run_1/clock_nets.png
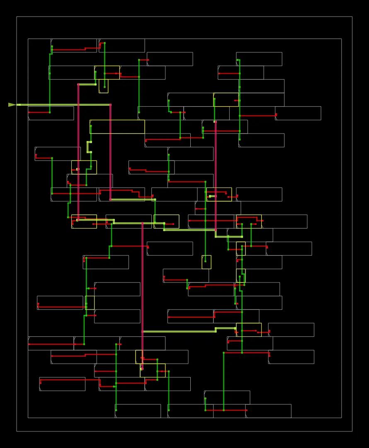
run_1/m4.png
Scale: 6 px per µm. Supply wires on this layer in grey.
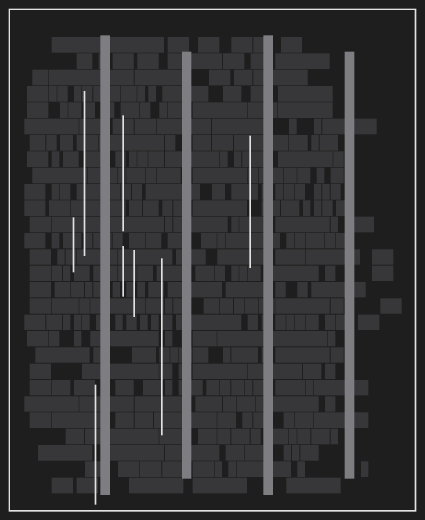
run_1/layers.png
Scale: 6 px per µm.
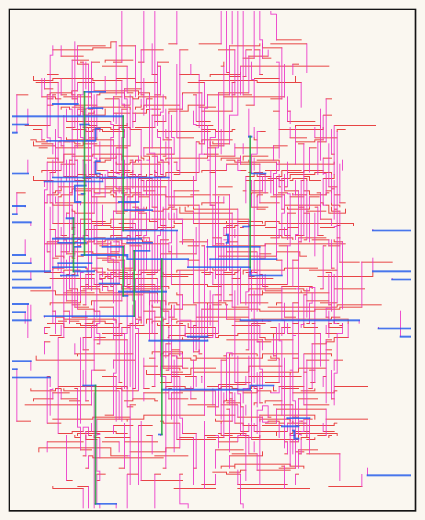
run_1/util_map.png
Scale: 4 px per µm. The die is cut into 7 by 8 equal tiles; white is low, dark blue is high, 0 to 100% covered.
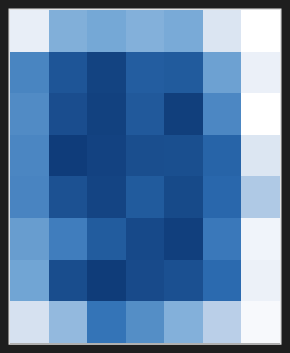
### config.mk
export PLATFORM = sky130hd
export DESIGN_NAME = ar_frame_tx_flat
export DESIGN_NICKNAME = d
export VERILOG_FILES = /design/src/rtl/ar_frame_pkg.sv /design/src/rtl/ar_frame_tx_if.sv /design/src/rtl/ar_toggle_sync.sv /design/src/rtl/ar_frame_tx.sv /design/src/flat_wrapper.sv
export SDC_FILE = /design/constraint.sdc
export NUM_CORES = 1
export LEC_CHECK = 0
export CAP_MARGIN = 20
export CORE_ASPECT_RATIO = 1.25
export CORE_MARGIN = 2
export CORE_UTILIZATION = 57
export DETAILED_ROUTE_END_ITERATION = 16
export GPL_TIMING_DRIVEN = 1
export MAX_ROUTING_LAYER = met4
export PLACE_DENSITY = 0.91
export RECOVER_POWER = 50
export SETUP_SLACK_MARGIN = 0.05
export SLEW_MARGIN = 20
export SYNTH_ARGS = -nofsm -noshare
export SYNTH_HDL_FRONTEND = slang
export SYNTH_SLANG_ARGS = --single-unit
export TNS_END_PERCENT = 1
### constraint.sdc
create_clock -name clk -period 2.6 [get_ports clk]
set_input_delay 0.52 -clock clk [delete_from_list [all_inputs] [get_ports clk]]
set_output_delay 0.52 -clock clk [all_outputs]
set_load 0.01 [all_outputs]
### src/rtl/ar_frame_pkg.sv
// Shared types and default constants for the AR9331 frame transmitter.
package ar_frame_pkg;

  typedef enum logic [2:0] {
    ST_IDLE     = 3'd0,
    ST_HDR      = 3'd1,
    ST_FETCH    = 3'd2,
    ST_WAIT_ACK = 3'd3,
    ST_GAP      = 3'd4,
    ST_CSUM     = 3'd5
  } state_e;

  localparam logic [7:0]  AR_HDR_WORD    = 8'h36;
  localparam int unsigned AR_GAP_CYC     = 1024;
  localparam int unsigned AR_TIMEOUT_CYC = 65535;

endpackage

### src/rtl/ar_frame_tx_if.sv
// Upstream valid/ready source plus host toggle-strobe bus of ar_frame_tx.
interface ar_frame_tx_if #(
  parameter int unsigned DW = 8
);
  logic [DW-1:0] src_data;
  logic          src_valid;
  logic          src_ready;
  logic          ack;
  logic          clk_out;
  logic [DW-1:0] data_out;
  logic          data_oe;

  modport master (
    input  src_data, src_valid, ack,
    output src_ready, clk_out, data_out, data_oe
  );

  modport slave (
    output src_data, src_valid, ack,
    input  src_ready, clk_out, data_out, data_oe
  );
endinterface

### src/rtl/ar_toggle_sync.sv
// 2-FF synchroniser for an asynchronous toggle line plus last-seen level compare.
module ar_toggle_sync (
  input  logic clk,
  input  logic rst_n,
  input  logic tog_in,
  input  logic track,
  input  logic consume,
  output logic evt
);
  logic [1:0] sync;
  logic       seen;

  always_ff @(posedge clk or negedge rst_n) begin
    if (!rst_n) begin
      sync <= '0;
      seen <= 1'b0;
    end else begin
      sync <= {sync[0], tog_in};
      // Pending toggles are a level difference, not a count.
      if (track || consume) seen <= sync[1];
    end
  end

  assign evt = sync[1] ^ seen;
endmodule

### src/rtl/ar_frame_tx.sv
// Frame transmitter to the AR9331 host: header, len_in payload words, gap.
// Define AR_FRAME_CSUM_EN to append an inverted mod-2^DW checksum word.
module ar_frame_tx
  import ar_frame_pkg::*;
#(
  parameter int unsigned DW          = 8,
  parameter int unsigned LEN_W       = 16,
  parameter logic [7:0]  HDR_WORD    = AR_HDR_WORD,
  parameter int unsigned GAP_CYC     = AR_GAP_CYC,
  parameter int unsigned TIMEOUT_CYC = AR_TIMEOUT_CYC
) (
  input  logic             clk,
  input  logic             rst_n,
  input  logic             start,
  input  logic [LEN_W-1:0] len_in,
  ar_frame_tx_if.master    bus,
  output logic             busy,
  output logic             timeout_err,
  output logic [2:0]       state_o
);
  localparam int unsigned TW = $clog2(TIMEOUT_CYC + 1);
  localparam int unsigned GW = $clog2(GAP_CYC + 1);

  state_e           state, state_d;
  logic [LEN_W-1:0] rem;
  logic [TW-1:0]    tcnt;
  logic [GW-1:0]    gcnt;
  logic             ack_evt, in_idle;
  logic             load, send_hdr, pop, consume, abort;
`ifdef AR_FRAME_CSUM_EN
  logic [DW-1:0]    sum;
  logic             csum_sent, send_csum;
`endif

  assign in_idle = (state == ST_IDLE);

  ar_toggle_sync u_ack_sync (
    .clk     (clk),
    .rst_n   (rst_n),
    .tog_in  (bus.ack),
    .track   (in_idle),
    .consume (consume),
    .evt     (ack_evt)
  );

  always_ff @(posedge clk or negedge rst_n) begin
    if (!rst_n) state <= ST_IDLE;
    else        state <= state_d;
  end

  always_comb begin
    state_d  = state;
    load     = 1'b0;
    send_hdr = 1'b0;
    pop      = 1'b0;
    consume  = 1'b0;
    abort    = 1'b0;
`ifdef AR_FRAME_CSUM_EN
    send_csum = 1'b0;
`endif
    unique case (state)
      ST_IDLE: if (start) begin
        load    = 1'b1;
        state_d = ST_HDR;
      end
      ST_HDR: begin
        send_hdr = 1'b1;
        state_d  = ST_WAIT_ACK;
      end
      ST_FETCH: if (bus.src_valid) begin
        pop     = 1'b1;
        state_d = ST_WAIT_ACK;
      end
      ST_WAIT_ACK: begin
        if (ack_evt) begin
          consume = 1'b1;
          if (rem != '0) state_d = ST_FETCH;
`ifdef AR_FRAME_CSUM_EN
          else if (!csum_sent) state_d = ST_CSUM;
`endif
          else state_d = ST_GAP;
        end else if (tcnt == TW'(TIMEOUT_CYC)) begin
          abort   = 1'b1;
          state_d = ST_GAP;
        end
      end
      ST_GAP: if (gcnt == GW'(GAP_CYC - 1)) state_d = ST_IDLE;
`ifdef AR_FRAME_CSUM_EN
      ST_CSUM: begin
        send_csum = 1'b1;
        state_d   = ST_WAIT_ACK;
      end
`endif
      default: state_d = ST_IDLE;
    endcase
  end

  always_ff @(posedge clk or negedge rst_n) begin
    if (!rst_n) begin
      rem          <= '0;
      tcnt         <= '0;
      gcnt         <= '0;
      bus.clk_out  <= 1'b0;
      bus.data_out <= '0;
      bus.data_oe  <= 1'b0;
      timeout_err  <= 1'b0;
    end else begin
      if (load) begin
        rem         <= len_in;
        timeout_err <= 1'b0;
      end
      if (send_hdr) begin
        bus.data_out <= DW'(HDR_WORD);
        bus.data_oe  <= 1'b1;
        bus.clk_out  <= ~bus.clk_out;
      end
      if (pop) begin
        bus.data_out <= bus.src_data;
        bus.clk_out  <= ~bus.clk_out;
        rem          <= rem - LEN_W'(1);
      end
`ifdef AR_FRAME_CSUM_EN
      if (send_csum) begin
        bus.data_out <= ~sum;
        bus.clk_out  <= ~bus.clk_out;
      end
`endif
      if (abort) timeout_err <= 1'b1;
      // Bus released on entry to GAP, whether by completion or abort.
      if (state_d == ST_GAP) bus.data_oe <= 1'b0;
      tcnt <= (state == ST_WAIT_ACK && !ack_evt) ? tcnt + TW'(1) : '0;
      gcnt <= (state == ST_GAP) ? gcnt + GW'(1) : '0;
    end
  end

`ifdef AR_FRAME_CSUM_EN
  always_ff @(posedge clk or negedge rst_n) begin
    if (!rst_n) begin
      sum       <= '0;
      csum_sent <= 1'b0;
    end else begin
      if (load) begin
        sum       <= '0;
        csum_sent <= 1'b0;
      end
      if (send_hdr)  sum       <= sum + DW'(HDR_WORD);
      if (pop)       sum       <= sum + bus.src_data;
      if (send_csum) csum_sent <= 1'b1;
    end
  end
`endif

  assign bus.src_ready = pop;
  assign busy          = !in_idle;
  assign state_o       = state;
endmodule

### src/flat_wrapper.sv
// flat-port wrapper written by rule: the top's interface ports become plain ports
module ar_frame_tx_flat import ar_frame_pkg::*;
#(
  parameter int unsigned DW          = 8,
  parameter int unsigned LEN_W       = 16,
  parameter logic [7:0]  HDR_WORD    = AR_HDR_WORD,
  parameter int unsigned GAP_CYC     = AR_GAP_CYC,
  parameter int unsigned TIMEOUT_CYC = AR_TIMEOUT_CYC
)
  (clk, rst_n, start, len_in, busy, timeout_err, state_o, bus_src_data, bus_src_valid, bus_ack, bus_src_ready, bus_clk_out, bus_data_out, bus_data_oe);
  ar_frame_tx_if #(.DW(DW)) bus_i ();
  input  logic clk;
  input  logic rst_n;
  input  logic start;
  input  logic [LEN_W-1:0] len_in;
  output logic busy;
  output logic timeout_err;
  output logic [2:0] state_o;
  input wire logic [$bits(bus_i.src_data)-1:0] bus_src_data;
  input wire logic [$bits(bus_i.src_valid)-1:0] bus_src_valid;
  input wire logic [$bits(bus_i.ack)-1:0] bus_ack;
  output wire logic [$bits(bus_i.src_ready)-1:0] bus_src_ready;
  output wire logic [$bits(bus_i.clk_out)-1:0] bus_clk_out;
  output wire logic [$bits(bus_i.data_out)-1:0] bus_data_out;
  output wire logic [$bits(bus_i.data_oe)-1:0] bus_data_oe;
  assign bus_i.src_data = bus_src_data;
  assign bus_i.src_valid = bus_src_valid;
  assign bus_i.ack = bus_ack;
  assign bus_src_ready = bus_i.src_ready;
  assign bus_clk_out = bus_i.clk_out;
  assign bus_data_out = bus_i.data_out;
  assign bus_data_oe = bus_i.data_oe;
  ar_frame_tx #(.DW(DW), .LEN_W(LEN_W), .HDR_WORD(HDR_WORD), .GAP_CYC(GAP_CYC), .TIMEOUT_CYC(TIMEOUT_CYC)) u_core (.clk(clk), .rst_n(rst_n), .start(start), .len_in(len_in), .bus(bus_i), .busy(busy), .timeout_err(timeout_err), .state_o(state_o));
endmodule
==> flow_summary.yaml, run 1 <==
# physical design summary
finish:
  biggestRegsByFlops: "u_core.rem: 16 flops, u_core.tcnt: 16 flops, u_core.gcnt: 11 flops"
  register_area_mm2: 0.00150
  nonClockInverterCount: 9
  n_antenna_cell: 0
  nNetsFinal: 371
  count_of_fill_cells_added_during_filler_insertion: 319
  sh_seq_area: 0.422
  nonClkBufAreaFrac: 0.135
  comb.multi_input.count: 208
  layout.area.comb_mm2: 0.00128
  flow.area_growth_from_synthesis_pct: 23.9
  ff_count: 60
drt:
  highest-signal-layer: "met4"
  detailed_route_iter0_violations: 212
  drc: 0
  postRouteAntennaNets: 0
timing:
  tightest_slew_ns: 1.51
  hold_violations: 0
  relSlewSlack: -0.00386
  setup_viol: 0
  finalMaxSlewViolations: 29
  fin_crit_sh: 0.915
  rsz0062_at_grt: "false"
  achievable-frequency_mhz: 421
  setup_slack_ns: 0.222
critical_path:
  worstPathMaxFanout: 2
  rr_endpoint: "u_core.rem[12]"
  crit_path_dat_ns: 1.86
  cp_common_cell: "sky130_fd_sc_hd__clkdlybuf4s50_1"
  reg2reg_from: "u_core.rem[0]"
  critPathSlowestCell: "sky130_fd_sc_hd__clkdlybuf4s50_1"
  setup.worst_path.end: "bus_src_ready"
  critPathCaptureType: "primary output"
  crit_path_cell_trace: "clkdlybuf4s50_1 > nand4bb_1 > inv_1 > clkdlybuf4s50_1"
pwr:
  p_leak_nw: 1.46
  ir_drop_mv: 0.553
synth:
  most_used_standard_cell_by_instance_count_after_synthesis: "sky130_fd_sc_hd__dfrtp_1"
  yosys.stat.chipArea_mm2: 0.00287
  top_cells_by_count: "sky130_fd_sc_hd__dfrtp_1, sky130_fd_sc_hd__nor2_1, sky130_fd_sc_hd__nand3_1"
  ys_cells: 289
  synth_area_mm2: 0.00287
  syn_inst: 289
  synth-seq-cells: 60
  enable_flop_cells: 0
  synth.yosys.warnings: 0
status:
  run_status: "complete, but fails checks"
  failing_checks: "capacitance limit, slew limit"
global_route:
  grt_total_ovfl: 0
  grt_max_degree: 30
  top_usage_layer: "met2"
  grt_util_met3: 0.0637
die:
  num_io_pins: 45
  die_area_mm2: 0.00562
  core_region_area_mm2: 0.00480
clock_network:
  clock-sinks: 60
  cts.htree.levels: 3
  ctsLongestPathBuffers: 2
  post_cts.resized_instances: 0
  worst_setup_hold_path_clk_slew_ns: 0.07
hold_path:
  hold_path_depth: 0
  holdPathEnd: "u_core.u_ack_sync.sync[1]"
place:
  routabilityCongestion: 0.946
  detailedPlace.worstSlack_ns: 0.245
  port_bufs: 44
run:
  warning_count: 26
  drv.max_cap_violation_count: 1
Back to the opening pictures, clock_nets.png:
clock latency at the later pin of the worst-skew pair: 0.34 ns
number of clock buffers inserted by TritonCTS: 9
worst-case clock skew: 0.00448 ns
final-layout clock buffer total: 10

Back to the opening pictures, m4.png:
The wires run mostly vertical. The layer carries 145 µm of wire. 6 nets have wire on it. The longest straight run is 29.2 µm.
total via count in the routed design: 2,465
wire length after detailed routing: 6.46 mm

Back to the opening pictures, layers.png:
M3: marked blue, wire length 377 µm. M2: marked magenta, wire length 3,360 µm. M1: marked red, wire length 2,570 µm. M4: marked green, wire length 145 µm.
global-route usage over all layers: 0.269
average wire length per cell after detail routing: 16.0 µm

Back to the opening pictures, util_map.png:
46% of the tiles are over 75% full. The emptiest ninth of the die: top right. The fullest tile reaches 95%. The densest ninth of the die: middle. The mean over all tiles is 62%. 3.6% of the tiles are nearly empty.
Final Core Density: 0.741
Core Density at Floorplan: 0.598

-- run 1: stage by stage --
step	hold slack [ns]	total power, mW	util	instances	area [µm²]
3_5_place_dp	0.362	2.12	0.705	388	3380
2_1_floorplan	0.224	1.76	-	289	2870
3_3_place_gp	0.333	2.08	0.705	388	3380
5_1_grt	0.381	3.05	0.741	404	3560
6_report	0.380	2.91	0.741	404	3560
4_1_cts	0.213	2.91	0.743	404	3560
-- run 1: cells by family (layout without fill, tap and decap cells) --
group           Yosys count  count (layout)  synth area share
simple gates            132             132             0.246
flops                    60              60             0.523
fa+ha+maj                 3               3            0.0131
buf+inv                  21              76            0.0296
mux                       1               1           0.00392
compound gates           53              53             0.126
xor+xnor                 19              19            0.0580
-- run 1: placed cells by master (no fill, tap or decap), types with 2 or more instances in the layout --
| cell | netlist | layout |
|---|---|---|
| sky130_fd_sc_hd__nor3_1 | 11 | 11 |
| sky130_fd_sc_hd__and3_1 | 2 | 2 |
| sky130_fd_sc_hd__clkbuf_1 | 6 | 3 |
| sky130_fd_sc_hd__o211ai_1 | 6 | 6 |
| sky130_fd_sc_hd__clkinv_2 | 0 | 5 |
| sky130_fd_sc_hd__xnor2_1 | 9 | 9 |
| sky130_fd_sc_hd__ha_1 | 3 | 3 |
| sky130_fd_sc_hd__or3_1 | 10 | 10 |
| sky130_fd_sc_hd__a22o_1 | 4 | 4 |
| sky130_fd_sc_hd__o22ai_1 | 2 | 2 |
| sky130_fd_sc_hd__nor4_1 | 3 | 3 |
| sky130_fd_sc_hd__o21ai_0 | 9 | 9 |
| sky130_fd_sc_hd__nand4_1 | 9 | 9 |
| sky130_fd_sc_hd__a22oi_1 | 2 | 2 |
| sky130_fd_sc_hd__a21oi_1 | 13 | 13 |
| sky130_fd_sc_hd__a211oi_1 | 4 | 4 |
| sky130_fd_sc_hd__clkdlybuf4s50_1 | 0 | 42 |
| sky130_fd_sc_hd__dfrtp_1 | 60 | 60 |
| sky130_fd_sc_hd__inv_1 | 9 | 9 |
| sky130_fd_sc_hd__clkbuf_8 | 0 | 9 |
| sky130_fd_sc_hd__nor2_1 | 39 | 39 |
| sky130_fd_sc_hd__nand3_1 | 22 | 22 |
| sky130_fd_sc_hd__and4_1 | 2 | 2 |
| sky130_fd_sc_hd__nand2_1 | 19 | 19 |
| sky130_fd_sc_hd__xor2_1 | 10 | 10 |
| sky130_fd_sc_hd__nand2b_1 | 2 | 2 |
| sky130_fd_sc_hd__a21o_1 | 2 | 2 |
| sky130_fd_sc_hd__and2_1 | 3 | 2 |
| sky130_fd_sc_hd__o22a_1 | 4 | 4 |
| sky130_fd_sc_hd__buf_4 | 0 | 5 |
| sky130_fd_sc_hd__a311oi_1 | 2 | 2 |
| sky130_fd_sc_hd__nor4_4 | 2 | 2 |
-- run 1: report_power, final --
group | total (mW) | leakage (nW) | internal, mW | switching (mW)
sequential | 1.30 | 0.764 | 1.12 | 0.185
combinational | 0.809 | 0.597 | 0.400 | 0.409
clock | 0.795 | 0.0996 | 0.434 | 0.361
-- run 1: worst max-delay path, delay by kind of cell --
kind / cells / cell delay (ns)
buffers and inverters: 3 / 1.18
and+or+nand+nor: 1 / 0.16
run_1/ff_map.png
Scale: 6 px per µm. Other sequential cells in the stronger grey, the rest of the logic in the fainter grey.
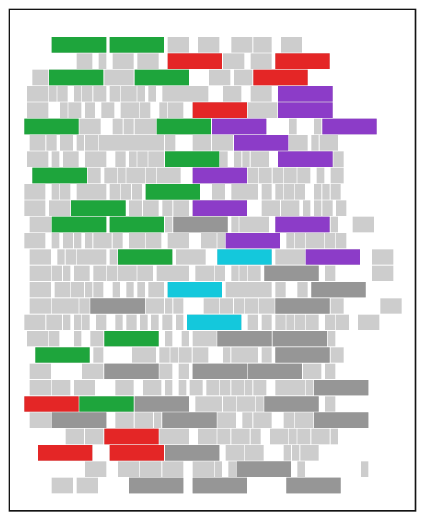

==> run 2, diff against run 1 <==
--- a/config.mk
+++ b/config.mk
@@ -13,9 +13,7 @@
 export GPL_TIMING_DRIVEN = 1
 export MAX_ROUTING_LAYER = met4
 export PLACE_DENSITY = 0.91
-export RECOVER_POWER = 50
 export SETUP_SLACK_MARGIN = 0.05
-export SLEW_MARGIN = 20
 export SYNTH_ARGS = -nofsm -noshare
 export SYNTH_HDL_FRONTEND = slang
 export SYNTH_SLANG_ARGS = --single-unit
run_2/ff_map.png
Scale: 6 px per µm. Other sequential cells in the stronger grey, the rest of the logic in the fainter grey.
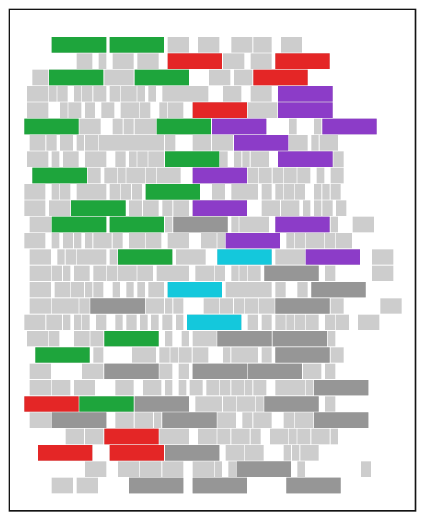
u_core.gcnt: marked purple, flops 11. u_core.state_o: marked cyan, flops 3. u_core.bus.data_out: marked red, flops 8. u_core.rem: marked green, flops 16.

run_2/util_map.png
Scale: 4 px per µm. The die is cut into 7 by 8 equal tiles; white is low, dark blue is high, 0 to 100% covered.
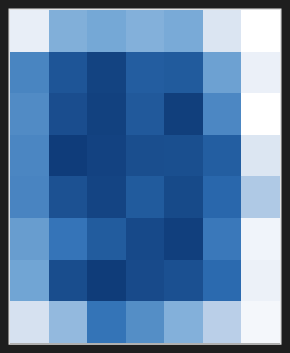
The mean over all tiles is 62%. The fullest tile reaches 95%. 3.6% of the tiles are nearly empty. 46% of the tiles are over 75% full. The densest ninth of the die: middle.
Final Core Density: 0.743
area of the placeable core: 0.00480 mm²

run_2/m4.png
Scale: 6 px per µm. Supply wires on this layer in grey.
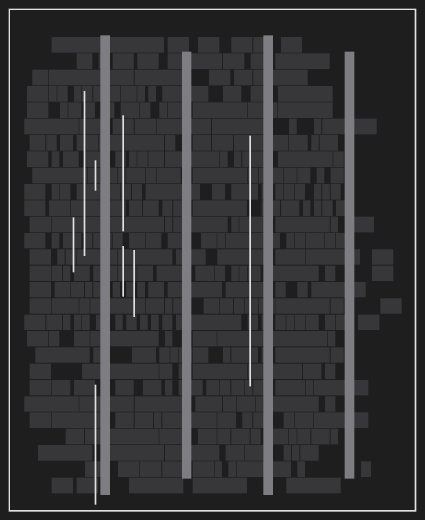
The wires run mostly vertical. The layer carries 140 µm of wire.
wire length after detailed routing: 6.46 mm
total via count in the routed design: 2,464

==> flow_summary.yaml, run 2 <==
# physical design summary
timing:
  clock-skew-final_ns: 0.00449
  rsz0062_at_grt: "false"
  fin_crit_sh: 0.914
  final.min_clock_period_ns: 2.38
  finalMaxSlewViolations: 0
  tns_ns: 0
  tightest_slew_ns: 0.630
  setup_viol: 0
  achievable-frequency_mhz: 421
  relSlewSlack: 0.577
  hold_violations: 0
finish:
  nNetsFinal: 371
  layout.cells.most_common: "sky130_fd_sc_hd__dfrtp_1"
  proportion_of_layout_cells_with_a_drive_suffix_above_1: 0.0814
  n_antenna_cell: 0
  layout_top_cells: "sky130_fd_sc_hd__dfrtp_1, sky130_fd_sc_hd__clkdlybuf4s50_1, sky130_fd_sc_hd__nor2_1"
  flow.area_growth_from_synthesis_pct: 24.2
  final-instance-count-excl-fill: 404
  biggestRegsByFlops: "u_core.rem: 16 flops, u_core.tcnt: 16 flops, u_core.gcnt: 11 flops"
  postLayoutCellArea_mm2: 0.00356
critical_path:
  cp_common_cell: "sky130_fd_sc_hd__clkdlybuf4s50_1"
  worstPathMaxFanout: 2
  reg2reg_from: "u_core.rem[0]"
  critPathCaptureType: "primary output"
  critPathLaunch: "bus_src_valid"
  critPathSlowestCell: "sky130_fd_sc_hd__clkdlybuf4s50_1"
  r2r.worst_path.cells: 6
  crit_path_dat_ns: 1.86
  crit_path_cell_trace: "clkdlybuf4s50_1 > nand4bb_1 > inv_1 > clkdlybuf4s50_1"
  setup.worst_path.end: "bus_src_ready"
  crit_path_max_incr_delay_ns: 0.54
  crit_required_ns: 2.08
  timing_worst_setup_path_type: "input port to primary output"
  reg2reg_slack_ns: 0.65
  rr_endpoint: "u_core.rem[12]"
  crit_path_start_kind: "input port"
clock_network:
  ctsLongestPathBuffers: 2
  clock-sinks: 60
  tritoncts: "yes"
  cts.root.buffer_cell: "sky130_fd_sc_hd__clkbuf_8"
  worst_setup_hold_path_clk_slew_ns: 0.07
  postCtsSetupRepairBufs: 0
  post_cts.resized_instances: 0
  cts-buffers-inserted: 9
  cts.htree.levels: 3
  clk-insertion-delay-late_ns: 0.34
  cts-hold-fix-buffers: 0
global_route:
  antenna_found_initial: 0
  wire_length_of_the_first_global_routing_pass_mm: 11.2
  grt_total_ovfl: 0
  grt.total_usage: 0.269
  vias_in_the_first_global_route: 2398
  grt_max_degree: 30
synth:
  syn_area_per_cell_um2: 9.93
  syn_inst: 289
  cell_types_with_the_largest_area_share_after_synthesis: "sky130_fd_sc_hd__dfrtp_1, sky130_fd_sc_hd__nor2_1, sky130_fd_sc_hd__nand3_1, sky130_fd_sc_hd__xor2_1, sky130_fd_sc_hd__xnor2_1"
  yosys.area_share.aoi: 0.126
  ys_dominant_reg_cell: "sky130_fd_sc_hd__dfrtp_1"
  netlist.area_leader.share: 0.523
  synth.yosys.warnings: 0
  proportion_of_synthesized_flip_flops_having_asynchronous_set_or_reset: 1.00
  synth_area_mm2: 0.00287
  synth_nets: 321
  top_logic_kind: "simple AND/OR/NAND/NOR gates"
  synth.distinct_cells: 44
  xor_share: 0.0580
  top_cells_by_count: "sky130_fd_sc_hd__dfrtp_1, sky130_fd_sc_hd__nor2_1, sky130_fd_sc_hd__nand3_1"
  ys_cells: 289
  postSynthSeqShare: 0.523
  synth-seq-cells: 60
  largest_area_cell: "sky130_fd_sc_hd__dfrtp_1"
  synthAdderAreaFrac: 0.0131
  yosys.stat.chipArea_mm2: 0.00287
  ys_sh_simple: 0.246
  most_used_standard_cell_by_instance_count_after_synthesis: "sky130_fd_sc_hd__dfrtp_1"
  enable_flop_cells: 0
  synth.mux.area_fraction: 0.00392
pwr:
  p_leak_nw: 1.47
  power_per_cell_area_mw_per_mm2: 816
  report.power.total_mw: 2.91
  ir_drop_mv: 0.556
drt:
  vias_per_cell: 6.10
  detail_route.first_pass.iterations: 5
  drc: 0
  postRouteAntennaNets: 0
  detailed_route_iter0_violations: 212
  avgRoutedWirePerCell_um: 16.0
place:
  dp.final_hpwl_mm: 4.65
  place_inst: 388
  place_area_mm2: 0.00338
  routabilityCongestion: 0.946
  port_bufs: 44
die:
  chipHeight_um: 83.3
  num_io_pins: 45
  die_area_mm2: 0.00562
  fp_util: 0.598
  die-width_um: 67.5
  row_count: 28
status:
  run_status: "finished, final reports clean"
run:
  drv.max_cap_violation_count: 0
  warning_count: 26
hold_path:
  timing.hold.worst.class: "input port to async pin"
[run 2: how the worst min path moves through the flow]
stage                                 to  cells after the start                 startpoint
2_1_floorplan         u_core.bus.clk_out                      0                      rst_n
3_3_place_gp   u_core.u_ack_sync.sync[1]                      0  u_core.u_ack_sync.sync[0]
3_5_place_dp   u_core.u_ack_sync.sync[1]                      0  u_core.u_ack_sync.sync[0]
4_1_cts                   u_core.tcnt[3]                      1                      rst_n
5_1_grt                   u_core.tcnt[6]                      1                      rst_n
6_report                  u_core.tcnt[3]                      1                      rst_n
[run 2: logic make-up (layout without fill, tap and decap cells)]
logic type,Yosys count,count (layout)
buffers and inverters,21,76
and+or+nand+nor,132,132
xor gates and xnor gates,19,19
muxes,1,1
DFF,60,60
adders and majority gates,3,3
AOI/OAI and AO/OA,53,53
[run 2: layout make-up]
| class | instances | area (µm²) |
|---|---|---|
| Sequential cell | 60 | 1500 |
| Inverter | 9 | 33.8 |
| Timing Repair Buffer | 51 | 488 |
| Tap cell | 60 | 75.1 |
| Multi-Input combinational cell | 208 | 1280 |
| Clock buffer | 10 | 128 |
| Fill cell | 317 | 1230 |
| Clock inverter | 6 | 55.1 |
[run 2: layer usage]
| metal | routed length, µm | vias up | global-route usage |
|---|---|---|---|
| met3 | 371 | 19 | 0.0637 |
| met2 | 3360 | 111 | 0.415 |
| met1 | 2590 | 1190 | 0.339 |
| li1 | - | 1144 | - |
| met5 | 0 | - | - |
| met4 | 140 | 0 | 0.106 |
[run 2: per-stage QoR]
| stage | worst slack (ns) | hold slack [ns] |
|---|---|---|
| 3_5_place_dp | 0.245 | 0.362 |
| 6_report | 0.223 | 0.198 |
| 4_1_cts | 0.229 | 0.213 |
| 2_1_floorplan | 0.936 | 0.224 |
| 3_3_place_gp | 0.268 | 0.333 |
| 5_1_grt | 0.189 | 0.254 |
[run 2: worst max-delay path, delay by kind of cell]
family / cells / cell delay, ns
AND/OR/NAND/NOR: 1 / 0.16
buffers and inverters: 3 / 1.18
[run 2: power by group]
part           leakage (nW)  internal, mW  switching, mW  total [mW]
logic                 0.604         0.402          0.409       0.811
clock network        0.0996         0.434          0.360       0.794
registers             0.764          1.12          0.185        1.30
total                  1.47          1.95          0.955        2.91
No activity file was given, so power comes from the tool's default toggle rates.
